Figure 1. Power grid (run 1).
Bar = 10 um. Pins as bars on the die edge.
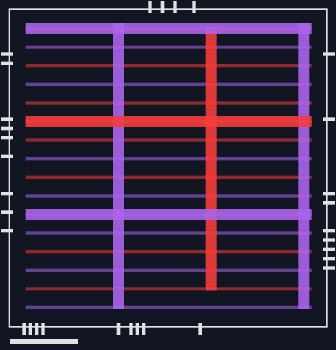
Figure 2. Placed cells, one colour a class (run 1).
Fill, decap, tap and diode cells in grey.
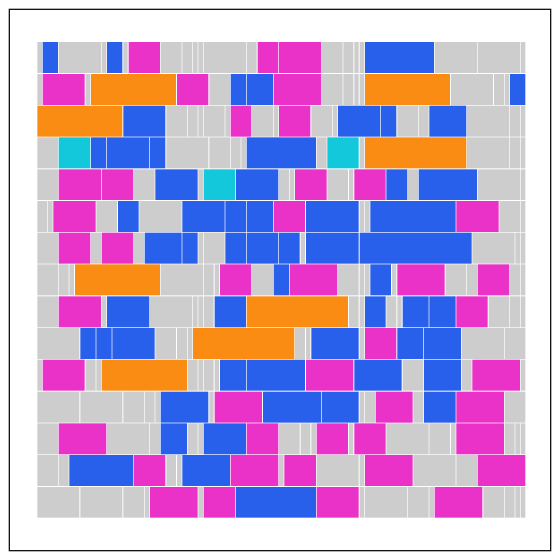
Figure 3. Clock wires, drivers and flops (run 1).
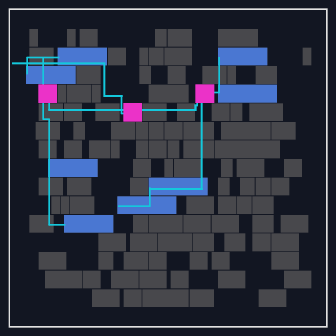
Figure 4. Metal layers overlaid (run 1).
Bar = 10 um. Only two layers are drawn.
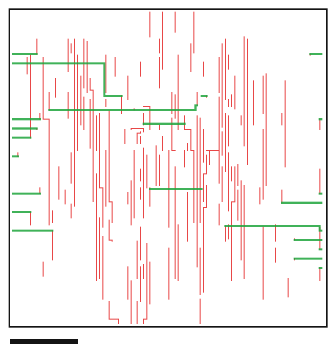
## src/rtl/msp_cpu_pkg.sv

```systemverilog
// Shared CPU definitions: operand-sequencer state encoding, addressing-mode
// constants, MAB select codes and the constant-generator decode helper.
package msp_cpu_pkg;

    typedef enum logic [2:0] {
        IDLE    = 3'd0,
        SRC_EXT = 3'd1,
        SRC_RD  = 3'd2,
        DST_EXT = 3'd3,
        DST_RD  = 3'd4,
        EXEC    = 3'd5
    } opseq_state_e;

    localparam logic [1:0] AS_REG = 2'b00;
    localparam logic [1:0] AS_IDX = 2'b01;
    localparam logic [1:0] AS_IND = 2'b10;
    localparam logic [1:0] AS_INC = 2'b11;

    localparam logic [1:0] ADDRM_LATCH = 2'd0;
    localparam logic [1:0] ADDRM_RSRC  = 2'd2;
    localparam logic [1:0] ADDRM_RDST  = 2'd3;

    // R3 in any mode and R2 in indirect modes yield constants, not memory operands.
    function automatic logic is_cg(input logic [3:0] src_reg, input logic [1:0] as_mode);
        return (src_reg == 4'd3) || (src_reg == 4'd2 && as_mode[1]);
    endfunction

endpackage

```

## src/rtl/opseq_decode.sv

```systemverilog
// Combinational next-state and output decode for the operand sequencer.
// Constant-generator bypass is enabled by defining OPSEQ_CG_EN.
module opseq_decode
    import msp_cpu_pkg::*;
(
    input  opseq_state_e state,
    input  logic         start,
    input  logic         two_op,
    input  logic [1:0]   as_in,
    input  logic         ad_in,
    input  logic [3:0]   src_reg,
    input  logic [1:0]   as_q,
    input  logic         ad_q,
    input  logic         two_op_q,
    input  logic         bw_q,
    input  logic         cg_q,
    input  logic         mem_rdy,
    input  logic         exec_ready,
    output opseq_state_e next_state,
    output logic         cg_hit,
    output logic         ready,
    output logic         mem_rd,
    output logic         ext_fetch,
    output logic         src_m,
    output logic         src_l,
    output logic         dst_m,
    output logic         dst_l,
    output logic         addr_l,
    output logic         idx_m,
    output logic [1:0]   addr_m,
    output logic         pc_inc,
    output logic         src_inc,
    output logic [1:0]   inc_step,
    output logic         exec_valid,
    output logic         cg_sel
);

`ifdef OPSEQ_CG_EN
    assign cg_hit = is_cg(src_reg, as_in);
`else
    logic unused_src_reg;
    assign unused_src_reg = ^src_reg;
    assign cg_hit = 1'b0;
`endif

    always_comb begin
        next_state = state;
        ready      = 1'b0;
        mem_rd     = 1'b0;
        ext_fetch  = 1'b0;
        src_m      = 1'b0;
        src_l      = 1'b0;
        dst_m      = 1'b0;
        dst_l      = 1'b0;
        addr_l     = 1'b0;
        idx_m      = 1'b0;
        addr_m     = ADDRM_LATCH;
        pc_inc     = 1'b0;
        src_inc    = 1'b0;
        exec_valid = 1'b0;
        inc_step   = (state == IDLE) ? 2'd0 : (bw_q ? 2'd1 : 2'd2);
        cg_sel     = (state != IDLE) && cg_q;

        case (state)
            IDLE: begin
                ready = 1'b1;
                if (start) begin
                    if (!cg_hit && as_in == AS_IDX)  next_state = SRC_EXT;
                    else if (!cg_hit && as_in[1])    next_state = SRC_RD;
                    else if (two_op && ad_in)        next_state = DST_EXT;
                    else                             next_state = EXEC;
                end
            end
            SRC_EXT: begin
                mem_rd    = 1'b1;
                ext_fetch = 1'b1;
                if (mem_rdy) begin
                    addr_l     = 1'b1;
                    pc_inc     = 1'b1;
                    next_state = SRC_RD;
                end
            end
            SRC_RD: begin
                mem_rd = 1'b1;
                addr_m = (as_q == AS_IDX) ? ADDRM_LATCH : ADDRM_RSRC;
                if (mem_rdy) begin
                    src_l      = 1'b1;
                    src_inc    = (as_q == AS_INC);
                    next_state = (two_op_q && ad_q) ? DST_EXT : EXEC;
                end
            end
            DST_EXT: begin
                mem_rd    = 1'b1;
                ext_fetch = 1'b1;
                if (mem_rdy) begin
                    addr_l     = 1'b1;
                    idx_m      = 1'b1;
                    pc_inc     = 1'b1;
                    next_state = DST_RD;
                end
            end
            DST_RD: begin
                mem_rd = 1'b1;
                dst_m  = 1'b1;
                if (mem_rdy) begin
                    dst_l      = 1'b1;
                    next_state = EXEC;
                end
            end
            EXEC: begin
                exec_valid = 1'b1;
                src_m      = (as_q != AS_REG) && !cg_q;
                dst_m      = two_op_q && ad_q;
                if (exec_ready) next_state = IDLE;
            end
            default: next_state = IDLE;
        endcase
    end

endmodule

```

## src/rtl/operand_sequencer.sv

```systemverilog
// Operand-fetch sequencer: state and latched instruction-mode registers around
// the combinational opseq_decode. OPSEQ_CG_EN selects the constant-generator bypass.
module operand_sequencer
    import msp_cpu_pkg::*;
(
    input  logic       clk,
    input  logic       rst,
    input  logic       start,
    input  logic       two_op,
    input  logic [1:0] As,
    input  logic       Ad,
    input  logic [3:0] src_reg,
    input  logic       bw,
    input  logic       mem_rdy,
    input  logic       exec_ready,
    output logic       ready,
    output logic       mem_rd,
    output logic       ext_fetch,
    output logic       srcM,
    output logic       srcL,
    output logic       dstM,
    output logic       dstL,
    output logic       AddrL,
    output logic       IdxM,
    output logic [1:0] AddrM,
    output logic       pc_inc,
    output logic       src_inc,
    output logic [1:0] inc_step,
    output logic       exec_valid,
    output logic       cg_sel
);

    opseq_state_e state, next_state;
    logic [1:0]   as_q;
    logic         ad_q, two_op_q, bw_q, cg_q, cg_hit;

    always_ff @(posedge clk) begin
        if (rst) begin
            state    <= IDLE;
            as_q     <= '0;
            ad_q     <= 1'b0;
            two_op_q <= 1'b0;
            bw_q     <= 1'b0;
            cg_q     <= 1'b0;
        end else begin
            state <= next_state;
            // Modes are captured only on acceptance and frozen until IDLE again.
            if (state == IDLE && start) begin
                as_q     <= As;
                ad_q     <= Ad;
                two_op_q <= two_op;
                bw_q     <= bw;
                cg_q     <= cg_hit;
            end
        end
    end

    opseq_decode u_decode (
        .state      (state),
        .start      (start),
        .two_op     (two_op),
        .as_in      (As),
        .ad_in      (Ad),
        .src_reg    (src_reg),
        .as_q       (as_q),
        .ad_q       (ad_q),
        .two_op_q   (two_op_q),
        .bw_q       (bw_q),
        .cg_q       (cg_q),
        .mem_rdy    (mem_rdy),
        .exec_ready (exec_ready),
        .next_state (next_state),
        .cg_hit     (cg_hit),
        .ready      (ready),
        .mem_rd     (mem_rd),
        .ext_fetch  (ext_fetch),
        .src_m      (srcM),
        .src_l      (srcL),
        .dst_m      (dstM),
        .dst_l      (dstL),
        .addr_l     (AddrL),
        .idx_m      (IdxM),
        .addr_m     (AddrM),
        .pc_inc     (pc_inc),
        .src_inc    (src_inc),
        .inc_step   (inc_step),
        .exec_valid (exec_valid),
        .cg_sel     (cg_sel)
    );

endmodule

```

## config.mk

```make
export PLATFORM = sky130hd
export DESIGN_NAME = operand_sequencer
export DESIGN_NICKNAME = d
export VERILOG_FILES = /design/src/rtl/msp_cpu_pkg.sv /design/src/rtl/opseq_decode.sv /design/src/rtl/operand_sequencer.sv
export SDC_FILE = /design/constraint.sdc
export NUM_CORES = 1
export LEC_CHECK = 0
export CORE_MARGIN = 2
export CORE_UTILIZATION = 35
export DETAILED_ROUTE_END_ITERATION = 8
export PLACE_DENSITY_LB_ADDON = 0.12
export SLEW_MARGIN = 40
export SYNTH_ARGS = -nofsm -noshare
export SYNTH_HDL_FRONTEND = slang
export SYNTH_SLANG_ARGS = --single-unit
```

## constraint.sdc

```tcl
create_clock -name clk -period 1.2 [get_ports clk]
set_input_delay 0.24 -clock clk [delete_from_list [all_inputs] [get_ports clk]]
set_output_delay 0.24 -clock clk [all_outputs]
set_load 0.02 [all_outputs]
```

==> run_results.csv, run 1 <==
group,metric,value,unit
drt,drt_first_pass_iters,4,
final_layout,finish.net_count,128,
critical_path,endpoint_kind,"output pin",
sta,rsz0062_at_grt,"yes",
drt,routed_via_density,4.86,
floorplan,boundaryPins,31,
final_layout,syn_to_final_growth,80.2,%
critical_path,worstPathCellList,"nand2b_4, nor3b_4, and3_4, buf_6",
placement,numPortBuffers,24,
sta,skew,0.00297,ns
critical_path,start_kind,"flop",
grt,antenna_found_initial,0,
synth,synth.avg_cell_area,8.79,um2
sta,finalCritPeriodShare,123,%
sta,fmaxAchievable,678,MHz
sta,hold_ws,0.526,ns
cts,cts_tree,"yes",
synth,async_reset_ff_share,0,%
critical_path,arrival,1.24,ns
floorplan,die-area,2140,um2
sta,final_max_slew_viol_count,0,
sta,setup_violations,22,
cts,root_buffer,"clkbuf_4",
pwr,power_density,2490,nW/um2
critical_path,path_class,"reg -> out",
final_layout,drive_gt1_share,57.1,%
critical_path,r2r_slack,-0.19,ns
cts,htree_levels,1,
cts,numCtsBuffers,3,
floorplan,die_y,46.2,um
run,tool_warnings,33,
synth,ff_type,"dfxtp_1",
run_status,violations,"setup timing",
critical_path,critical_path.max_stage_delay,0.35,ns
floorplan,fp_util,36.6,%
grt,grt_max_degree,10,
grt,grt_pass1_vias,634,
final_layout,logic_area,488,um2
cts,postCtsHoldBufs,0,
cts,clk_path_buf_depth,2,
synth,syn_area,624,um2
drt,ant_nets,0,
cts,cts_sinks,8,
cts,clkLatencyLatePin,0.25,ns
synth,edf_count,0,
placement,dp_slack,-0.743,ns
sta,min_period,1.48,ns
floorplan,die_w,46.2,um
final_layout,n_fill_cell,147,
pwr,fin_total_pwr,2.80,mW
synth,ys_cells,71,
synth,yosys.stat.seqShare,25.7,%
synth,yosysTopAreaCellShare,25.7,%
synth,top_area_cell,"dfxtp_1",
cts,clkTransAtPathRegs,0.06,ns
critical_path,required,0.96,ns
pwr,vdd_ir_drop_max,1250,uV
drt,drtIter0Drc,2,
grt,grt_use_total,17.4,%
pwr,power_leakage,0.507,nW
sta,hold_violations,0,
synth,ys.flops,8,
synth,top_cells_by_area,"dfxtp_1 (26%), mux2i_1 (9.6%), nor2_1 (5.4%)",
synth,synthCells,71,
sta,fin_ws,-0.275,ns
synth,ys_area,624,um2
critical_path,cp_max_fo,3,
final_layout,n_antenna_cell,0,
synth,yosys_warnings,0,
placement,gp_congestion,0.803,
critical_path,crit_path_top_delay_cell,"dfxtp_4",
grt,grt_pass1_wl,2640,um
synth,synth.distinct_cells,34,
final_layout,regArea,171,um2
placement,dp_hpwl,1190,um
run,max_cap_viol_count,0,
run_status,status,"finished, violations left",
grt,grt-ovfl-total,0,
worst_hold_path,hold_class,"reg -> reg",
drt,route.detailed.drc,0,
About Figure 1:
- red: VDD
- purple: VSS
- signal pins: 31
- rows: 15
- met5 straps: 3
- met1 rails: 16
- met4 straps: 3

About Figure 2:
- cyan: cells driving clock nets (cells 3)
- blue: all other logic (cells 57)
- orange: flip-flops (cells 8)
- magenta: other buffers and delay cells (cells 44)
FP Rows: 15
final core occ: 65.9%
Placeable Area: 1710 um2
flop share of the area: 15.2%

About Figure 3:
- magenta: cells driving clock nets (count 3)
- blue: flip-flops (count 8)
- cyan: clock wires (length 123 um)
- routed clock nets: 4

About Figure 4:
- red: met2 (wire length 862 um)
- green: met3 (wire length 114 um)
drt wl/cell: 12.2 um
Vias: 666
WL final: 1670 um

==> run 1: registers in the layout, summed over array words and instances (netlist names) <==
name and flops:
two_op_q 1, ad_q 1, bw_q 1, as_q 2, state 3
==> run 1: metal layers <==
layer  wire length, um  up-vias  global-route usage, %  share of wire (%)
met3               114        2                   8.24                6.8
met1               681      311                   19.2                 41
met5                 0        -                      0                  0
met2               862       25                   29.7                 52
met4                13        0                   4.57               0.78
li1                  -      328                      -                  -
==> run 1: logic make-up (layout without fill, tap and decap cells) <==
group                  count (synthesis)  count (layout)  synth area share (%)
AND/OR/NAND/NOR                       30              30                  31.7
AND-OR/OR-AND                         15              15                  16.8
buffers and inverters                  9              49                  12.4
flip-flops                             8               8                  25.7
multiplexers                           7               7                  11.4
other                                  1               2                 0.601
XOR/XNOR                               1               1                  1.40
==> run 1: critical path: cells and delay by family (launching register included) <==
family / cells / cell delay [ns]
buffers and inverters: 1 / 0.11
and+or+nand+nor: 3 / 0.53
DFF: 1 / 0.35
==> run 1: path summary, 6_finish.rpt <==
check,startpoint,to,cells past startpoint
setup / recovery,state[2],src_inc,4
hold / removal,bw_q,bw_q,2
setup reg to reg,state[1],state[2],6
hold reg to reg,bw_q,bw_q,2
==> run 1: per-stage QoR <==
stage               cells  area [um2]  setup TNS [ns]
floorplan              72         686          -0.332
global placement      129         996           -9.08
detailed placement    129         996           -8.91
CTS                   137        1080           -3.96
global route          137        1120           -5.11
finish                137        1120           -3.81
==> run 1: synth_stat cells (3+ instances only) <==
cell type and instances:
nor2_1 9, dfxtp_1 8, mux2i_1 6, nor3_1 4, a21oi_1 3, buf_4 3
buf_6 3
==> run 1: layout by cell type, fill, tap and decap left out, types with 2 or more instances in the layout <==
cell type	synthesis	layout
conb_1	1	2
nor2b_1	2	2
clkbuf_4	0	3
dfxtp_1	8	5
nand2b_4	1	3
nor3_4	1	2
nor3_1	4	2
a211oi_2	0	2
o22ai_1	2	2
o21ai_1	1	3
nor2_1	9	6
nor2_4	0	2
mux2i_1	6	6
buf_4	3	19
buf_6	3	14
clkdlybuf4s50_1	0	8
a21oi_1	3	2
buf_2	0	2
dfxtp_4	0	3
nand2_1	2	2
==> run 1: layout make-up <==
type | count | share of cell area (%)
well taps | 25 | 2.78
inverters | 2 | 1.11
repair buffers | 44 | 35.5
clock buffers | 3 | 2.00
multi-input cells | 55 | 43.4
flip-flops and latches | 8 | 15.2
==> run 1: repair_timing <==
item	in CTS	in global routing
endpoints found under the setup margin	23	23
pin swaps	7	7
resized	97	8
buffers inserted	6	0
==> run 1: power by group <==
group          internal, mW  leakage (nW)  switching [mW]
clock                 0.114        0.0138          0.0914
combinational          1.10         0.425            1.00
sequential            0.375        0.0678           0.122
total                  1.58         0.507            1.22
Figure 5. Clock nets (run 1).
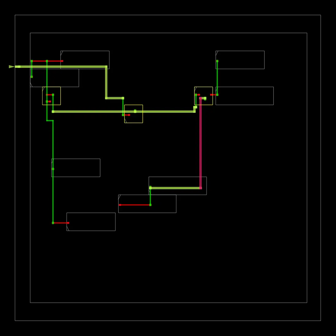

==> run 2, diff against run 1 <==
Settings changed: CORE_ASPECT_RATIO set to 1.25, CORE_MARGIN 2 to not set.
Figure 6. Clock nets (run 2).
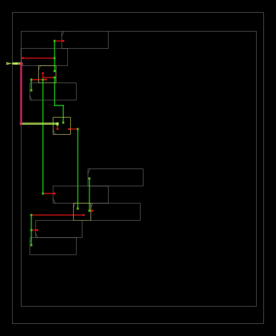
CTS Sinks: 8
number of clock buffers in the layout: 3
P_clk: 0.194 mW

==> run_results.csv, run 2 <==
group,metric,value,unit
final_layout,n_antenna_cell,0,
pwr,switchingPower,1.21,mW
cts,cts_tree,"yes",
synth,yosys_warnings,0,
placement,dp_slack,-0.774,ns
floorplan,boundaryPins,31,
final_layout,syn_to_final_growth,77.6,%
critical_path,r2r_end,"state[2]",
grt,grt_pass1_vias,658,
critical_path,r2r_slack,-0.20,ns
synth,yosys.stat.seqShare,25.7,%
drt,route.detailed.drc,0,
worst_hold_path,hold_depth,2,
grt,grt_use_total,19.3,%
synth,syn_area,624,um2
critical_path,r2r_cells,5,
grt,grt-ovfl-total,0,
final_layout,finish.net_count,128,
grt,grt_pass1_wl,2720,um
pwr,vdd_ir_drop_max,1270,uV
pwr,p_int,1.55,mW
critical_path,critPathTopFamily,"simple AND/OR/NAND/NOR gates",
critical_path,arrival,1.22,ns
synth,ys_area,624,um2
critical_path,worstPathCellList,"nand2b_4, nor3b_4, and3_4, buf_6",
cts,clk_path_buf_depth,2,
synth,yosys.area_share.simple,31.7,%
run,tool_warnings,33,
final_layout,n_fill_cell,146,
pwr,power_leakage,0.498,nW
grt,grt_use_met3,4.11,%
synth,ys_sh_xor,1.40,%
critical_path,cp_max_fo,3,
sta,rsz0062_at_grt,"yes",
sta,finalCritPeriodShare,122,%
drt,vias,668,
sta,final_max_slew_viol_count,0,
worst_hold_path,min_from,"bw_q",
grt,grt_use_met2,32.8,%
synth,synth.distinct_cells,34,
placement,numPortBuffers,24,
final_layout,regMostFlops,"state",
pwr,power_density,2500,nW/um2
drt,drt_first_pass_iters,2,
run_status,status,"finished, violations left",
cts,numCtsBuffers,3,
drt,ant_nets,0,
final_layout,largest_reg_flops,3,
grt,grt_use_met1,22.4,%
pwr,pwr-share-comb,75.2,%
cts,htree_levels,1,
run_status,violations,"setup timing",
grt,top_usage_layer,"met2",
synth,yosysTopAreaCellShare,25.7,%
worst_hold_path,hold_class,"reg -> reg",
final_layout,stdcell_area,1110,um2
grt,antenna_found_initial,0,
synth,top_cells_by_area,"dfxtp_1 (26%), mux2i_1 (9.6%), nor2_1 (5.4%)",
cts,clkLatencyLatePin,0.25,ns
placement,gp_congestion,0.801,
placement,dp_hpwl,1180,um
floorplan,coreArea,1620,um2
drt,routed_via_density,5.14,
final_layout,final_core_util,68.4,%
sta,fin_ws,-0.262,ns
final_layout,final_cell_mix,"buf_4 (26), clkdlybuf4s50_1 (8), nor2_1 (6), mux2i_1 (6), buf_6 (6)",
final_layout,reg_top3,"state (3), as_q (2)",
floorplan,fp_util,38.5,%
drt,drtIter0Drc,3,
critical_path,critical_path.max_stage_delay,0.34,ns
critical_path,crit_buf_inv,1,
sta,min_period,1.46,ns
run,max_cap_viol_count,0,
critical_path,reg2reg_from,"state[0]",
pwr,clkPwrFrac,7.0,%
synth,most_common_cell,"nor2_1",
floorplan,die_w,39.8,um
final_layout,drive_gt1_share,59.8,%
final_layout,lay_top_count,"buf_4",
floorplan,die_y,49.2,um
critical_path,crit_path_top_delay_cell,"dfxtp_2",
sta,setup_violations,23,
synth,aoi_share,16.8,%
critical_path,start_kind,"flop",
synth,top_area_cell,"dfxtp_1",
synth,ys.flops,8,
critical_path,endpoint_kind,"output pin",
placement,placed_cell_area,987,um2
synth,synth.avg_cell_area,8.79,um2
synth,top_logic_kind,"simple AND/OR/NAND/NOR gates",
synth,ys_cells,71,
synth,ff_type,"dfxtp_1",
sta,skew,0.00484,ns
drt,wl,1620,um
synth,edf_count,0,
Figure 7. Metal layers overlaid (run 2).
Bar = 10 um. Only two layers are drawn.
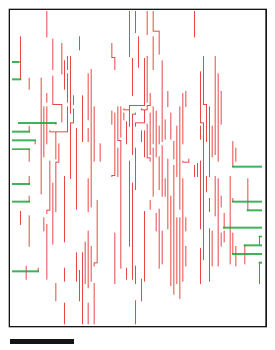
- green: met3 (wire length 49.2 um)
- red: met2 (wire length 931 um)

## run 2: cell counts in the layout (fill, tap and decap cells not counted)
No cell type changed its count.
## run 2: cells by family (layout without fill, tap and decap cells)
kind of cell	count (synthesis)	after routing
AND/OR/NAND/NOR	30	30
AND-OR/OR-AND	15	15
buffers and inverters	9	49
flip-flops	8	8
multiplexers	7	7
other	1	2
XOR/XNOR	1	1
## run 2: final cells by class
cell class / instances / area, um2 / area share (%)
tap: 18 / 22.5 / 2.03
clock buffer: 3 / 22.5 / 2.03
timing repair buffer: 44 / 377 / 34.0
sequential: 8 / 169 / 15.2
multi-input combinational: 55 / 505 / 45.6
inverter: 2 / 12.5 / 1.13
## run 2: what timing repair did
| item | 4_1_cts | 5_1_grt |
|---|---|---|
| setup endpoints to repair | 23 | 23 |
| setup buffers | 4 | 1 |
| gates resized | 91 | 10 |
| pin swaps | 3 | 5 |
## run 2: routing by layer
metal	up-vias	share of wire (%)	routed length, um
met3	2	3.0	49
met5	-	0	0
met4	0	0.56	9
li1	333	-	-
met2	16	57	930
met1	317	39	629
## run 2: how the worst max path moves through the flow
stage / start / end / cells past startpoint / slack [ns]
floorplan: state[1] / src_inc / 4 / -0.12
global placement: mem_rdy / src_inc / 4 / -0.77
detailed placement: mem_rdy / src_inc / 4 / -0.77
CTS: state[2] / src_inc / 4 / -0.28
global route: state[2] / src_inc / 4 / -0.32
finish: state[2] / src_inc / 4 / -0.26
## run 2: worst min-delay path, cell delays in order (launching register included)
cell	delay (ns)
dfxtp_1	0.33
mux2i_1	0.07
nor2_1	0.07
## run 2: power by group through the flow
| stage | logic, mW | clock network [mW] | registers, mW |
|---|---|---|---|
| 2_1_floorplan | 1.25 | 0 | 0.411 |
| 3_3_place_gp | 1.81 | 0 | 0.465 |
| 3_5_place_dp | 1.82 | 0 | 0.468 |
| 4_1_cts | 1.91 | 0.209 | 0.493 |
| 5_1_grt | 2.24 | 0.219 | 0.509 |
| 6_report | 2.08 | 0.194 | 0.492 |
## run 2: stage by stage
step           cells  hold slack [ns]  power, mW  setup TNS (ns)
2_1_floorplan     72            0.387       1.66          -0.332
3_3_place_gp     122            0.497       2.27           -9.38
3_5_place_dp     122            0.514       2.29           -9.51
4_1_cts          129            0.528       2.62           -4.04
5_1_grt          130            0.570       2.97           -5.12
6_report         130            0.512       2.77           -3.69
Figure 8. Clock wires, drivers and flops (run 2).
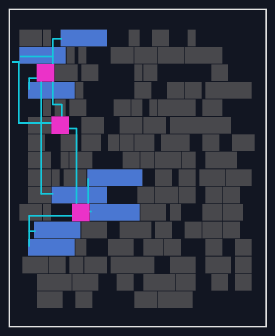

==> run 3, diff against run 2 <==
Settings changed: PLACE_DENSITY set to 0.84, PLACE_DENSITY_LB_ADDON 0.12 to not set.
Figure 9. Clock wires, drivers and flops (run 3).
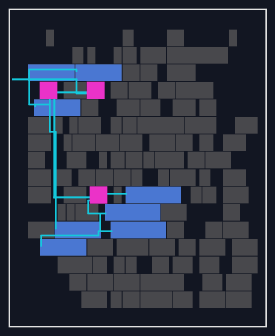
- blue: flip-flops (count 8)
- cyan: clock wires (length 112 um)
- magenta: cells driving clock nets (count 3)
- routed clock nets: 4
P_clk: 0.205 mW
clk ins delay skew pair: 0.25 ns
Clk pwr share: 7.3%
worst clock skew: 0.00329 ns

Figure 10. Metal layers overlaid (run 3).
Bar = 10 um. Only two layers are drawn.
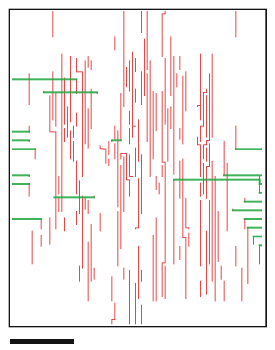
- red: met2 (wire length 891 um)
- green: met3 (wire length 80.7 um)
drt wl/cell: 12.3 um
All-Layer GR Usage: 17.7%
WL final: 1620 um

==> run_results.csv, run 3 <==
group,metric,value,unit
drt,ant_nets,0,
drt,drtIter0Drc,10,
cts,cts_sinks,8,
final_layout,final_cell_mix,"buf_4 (20), buf_6 (13), clkdlybuf4s50_1 (8), nor2_1 (6), mux2i_1 (6)",
critical_path,r2r_slack,-0.19,ns
cts,clk_path_buf_depth,2,
synth,most_common_cell,"nor2_1",
synth,synthCells,71,
placement,numPortBuffers,24,
cts,numCtsBuffers,3,
sta,rsz0062_at_grt,"yes",
grt,top_usage_layer,"met2",
pwr,power_leakage,0.506,nW
grt,antenna_found_initial,0,
final_layout,lay_top_count,"buf_4",
run,tool_warnings,33,
pwr,seq_power_share,17.3,%
run_status,violations,"setup timing",
grt,grt_use_met1,20.7,%
synth,synth.avg_cell_area,8.79,um2
cts,cts_tree,"yes",
synth,async_reset_ff_share,0,%
critical_path,required,0.96,ns
floorplan,die_y,49.2,um
synth,yosys.stat.seqShare,25.7,%
critical_path,arrival,1.22,ns
worst_hold_path,hold_class,"reg -> reg",
pwr,vdd_ir_drop_max,1510,uV
synth,top_area_cell,"dfxtp_1",
synth,yosysTopAreaCellShare,25.7,%
sta,min_period,1.46,ns
cts,postCtsHoldBufs,0,
final_layout,reg_top3,"state (3), as_q (2)",
drt,route.detailed.drc,0,
drt,routed_via_density,5.08,
critical_path,r2r_cells,5,
final_layout,regMostFlops,"state",
synth,ys_cells,71,
placement,dp_slack,-0.733,ns
sta,fin_ws,-0.265,ns
sta,finalCritPeriodShare,122,%
drt,drt_first_pass_iters,4,
floorplan,boundaryPins,31,
synth,ff_type,"dfxtp_1",
floorplan,fp_util,38.5,%
pwr,power_density,2540,nW/um2
cts,htree_levels,1,
critical_path,cp_max_fo,3,
floorplan,die-area,1960,um2
grt,grt_pass1_wl,2560,um
floorplan,coreArea,1620,um2
final_layout,finish.net_count,129,
synth,top_cells_by_count,"nor2_1 (9), dfxtp_1 (8), mux2i_1 (6)",
critical_path,r2r_end,"state[2]",
cts,clkTransAtPathRegs,0.05,ns
synth,ys.flops,8,
final_layout,syn_to_final_growth,78.6,%
pwr,pwr-share-comb,75.4,%
cts,root_buffer,"clkbuf_4",
synth,syn_area,624,um2
pwr,switchingPower,1.22,mW
sta,finalSetupTns,-3.88,ns
final_layout,n_antenna_cell,0,
drt,vias,666,
critical_path,endpoint_kind,"output pin",
placement,dp_hpwl,1160,um
grt,grt_use_met2,30.9,%
grt,grt-ovfl-total,0,
pwr,switching_share,43.0,%
sta,setup_violations,22,
critical_path,start_kind,"flop",
grt,grt_max_degree,9,
critical_path,reg2reg_from,"state[0]",
synth,ys_area,624,um2
sta,hold_violations,0,
placement,gp_congestion,0.866,
floorplan,die_w,39.8,um
critical_path,path_class,"reg -> out",
grt,grt_pass1_vias,609,
synth,top_cells_by_area,"dfxtp_1 (26%), mux2i_1 (9.6%), nor2_1 (5.4%)",
critical_path,endpoint,"src_inc",
sta,fmaxAchievable,683,MHz
synth,synth.distinct_cells,34,
pwr,p_int,1.61,mW
synth,edf_count,0,
final_layout,n_fill_cell,137,
final_layout,largest_reg_flops,3,
run_status,status,"finished, violations left",
sta,final_max_slew_viol_count,0,
run,max_cap_viol_count,0,
critical_path,startpoint,"state[2]",
final_layout,drive_gt1_share,56.6,%
synth,yosys_warnings,0,
grt,grt_use_met3,3.20,%
floorplan,rows,16,
==> run 3: cell counts after synthesis <==
Identical to the previous run, type by type.
==> run 3: kinds of logic (layout without fill, tap and decap cells) <==
family	Yosys count	count (layout)	synth area share (%)
other	1	2	0.601
AND-OR/OR-AND	15	15	16.8
buffers and inverters	9	50	12.4
AND/OR/NAND/NOR	30	30	31.7
multiplexers	7	7	11.4
XOR/XNOR	1	1	1.40
flip-flops	8	8	25.7
==> run 3: through the flow <==
step,utilization (%),power (mW),hold WS (ns),cell area (um2),instances
after floorplan,-,1.66,0.387,686,72
after global placement,60.0,2.22,0.493,972,120
after detailed placement,60.0,2.26,0.516,972,120
after CTS,62.7,2.53,0.526,1020,127
after global routing,68.8,2.99,0.569,1110,131
final,68.8,2.83,0.525,1110,131
==> run 3: repair_timing <==
item	CTS	global route
pin swaps	5	6
setup buffers	5	4
gates resized	86	16
endpoints found under the setup margin	23	23
==> run 3: worst min path at each step <==
stage / from / end / slack (ns) / cells after the start
finish: bw_q / bw_q / 0.53 / 2
global route: bw_q / bw_q / 0.57 / 2
CTS: bw_q / bw_q / 0.53 / 2
detailed placement: bw_q / bw_q / 0.52 / 2
global placement: bw_q / bw_q / 0.49 / 2
floorplan: Ad / ad_q / 0.39 / 2
==> run 3: critical path, stage by stage, from the launching register on <==
cell,delay [ns]
dfxtp_4,0.34
nand2b_4,0.14
nor3b_4,0.18
and3_4,0.20
buf_6,0.11
==> run 3: final cells by class <==
| cell class | instances | area (um2) | share of cell area, % |
|---|---|---|---|
| well taps | 18 | 22.5 | 2.02 |
| flip-flops and latches | 8 | 171 | 15.4 |
| inverters | 2 | 12.5 | 1.12 |
| multi-input cells | 55 | 485 | 43.5 |
| repair buffers | 45 | 400 | 35.9 |
| clock buffers | 3 | 22.5 | 2.02 |
==> run 3: routing by layer <==
layer / wire length (um) / up-vias
met5: 0 / -
met2: 891 / 22
met3: 80 / 2
li1: - / 332
met1: 627 / 310
met4: 16 / 0
==> run 3: power groups by stage <==
| stage | clock [mW] | combinational, mW | sequential (mW) |
|---|---|---|---|
| 2_1_floorplan | 0 | 1.25 | 0.411 |
| 4_1_cts | 0.209 | 1.83 | 0.499 |
| 5_1_grt | 0.227 | 2.26 | 0.504 |
| 3_3_place_gp | 0 | 1.76 | 0.462 |
| 6_report | 0.205 | 2.13 | 0.490 |
| 3_5_place_dp | 0 | 1.79 | 0.467 |
Power is estimated from default activity; no workload was simulated.
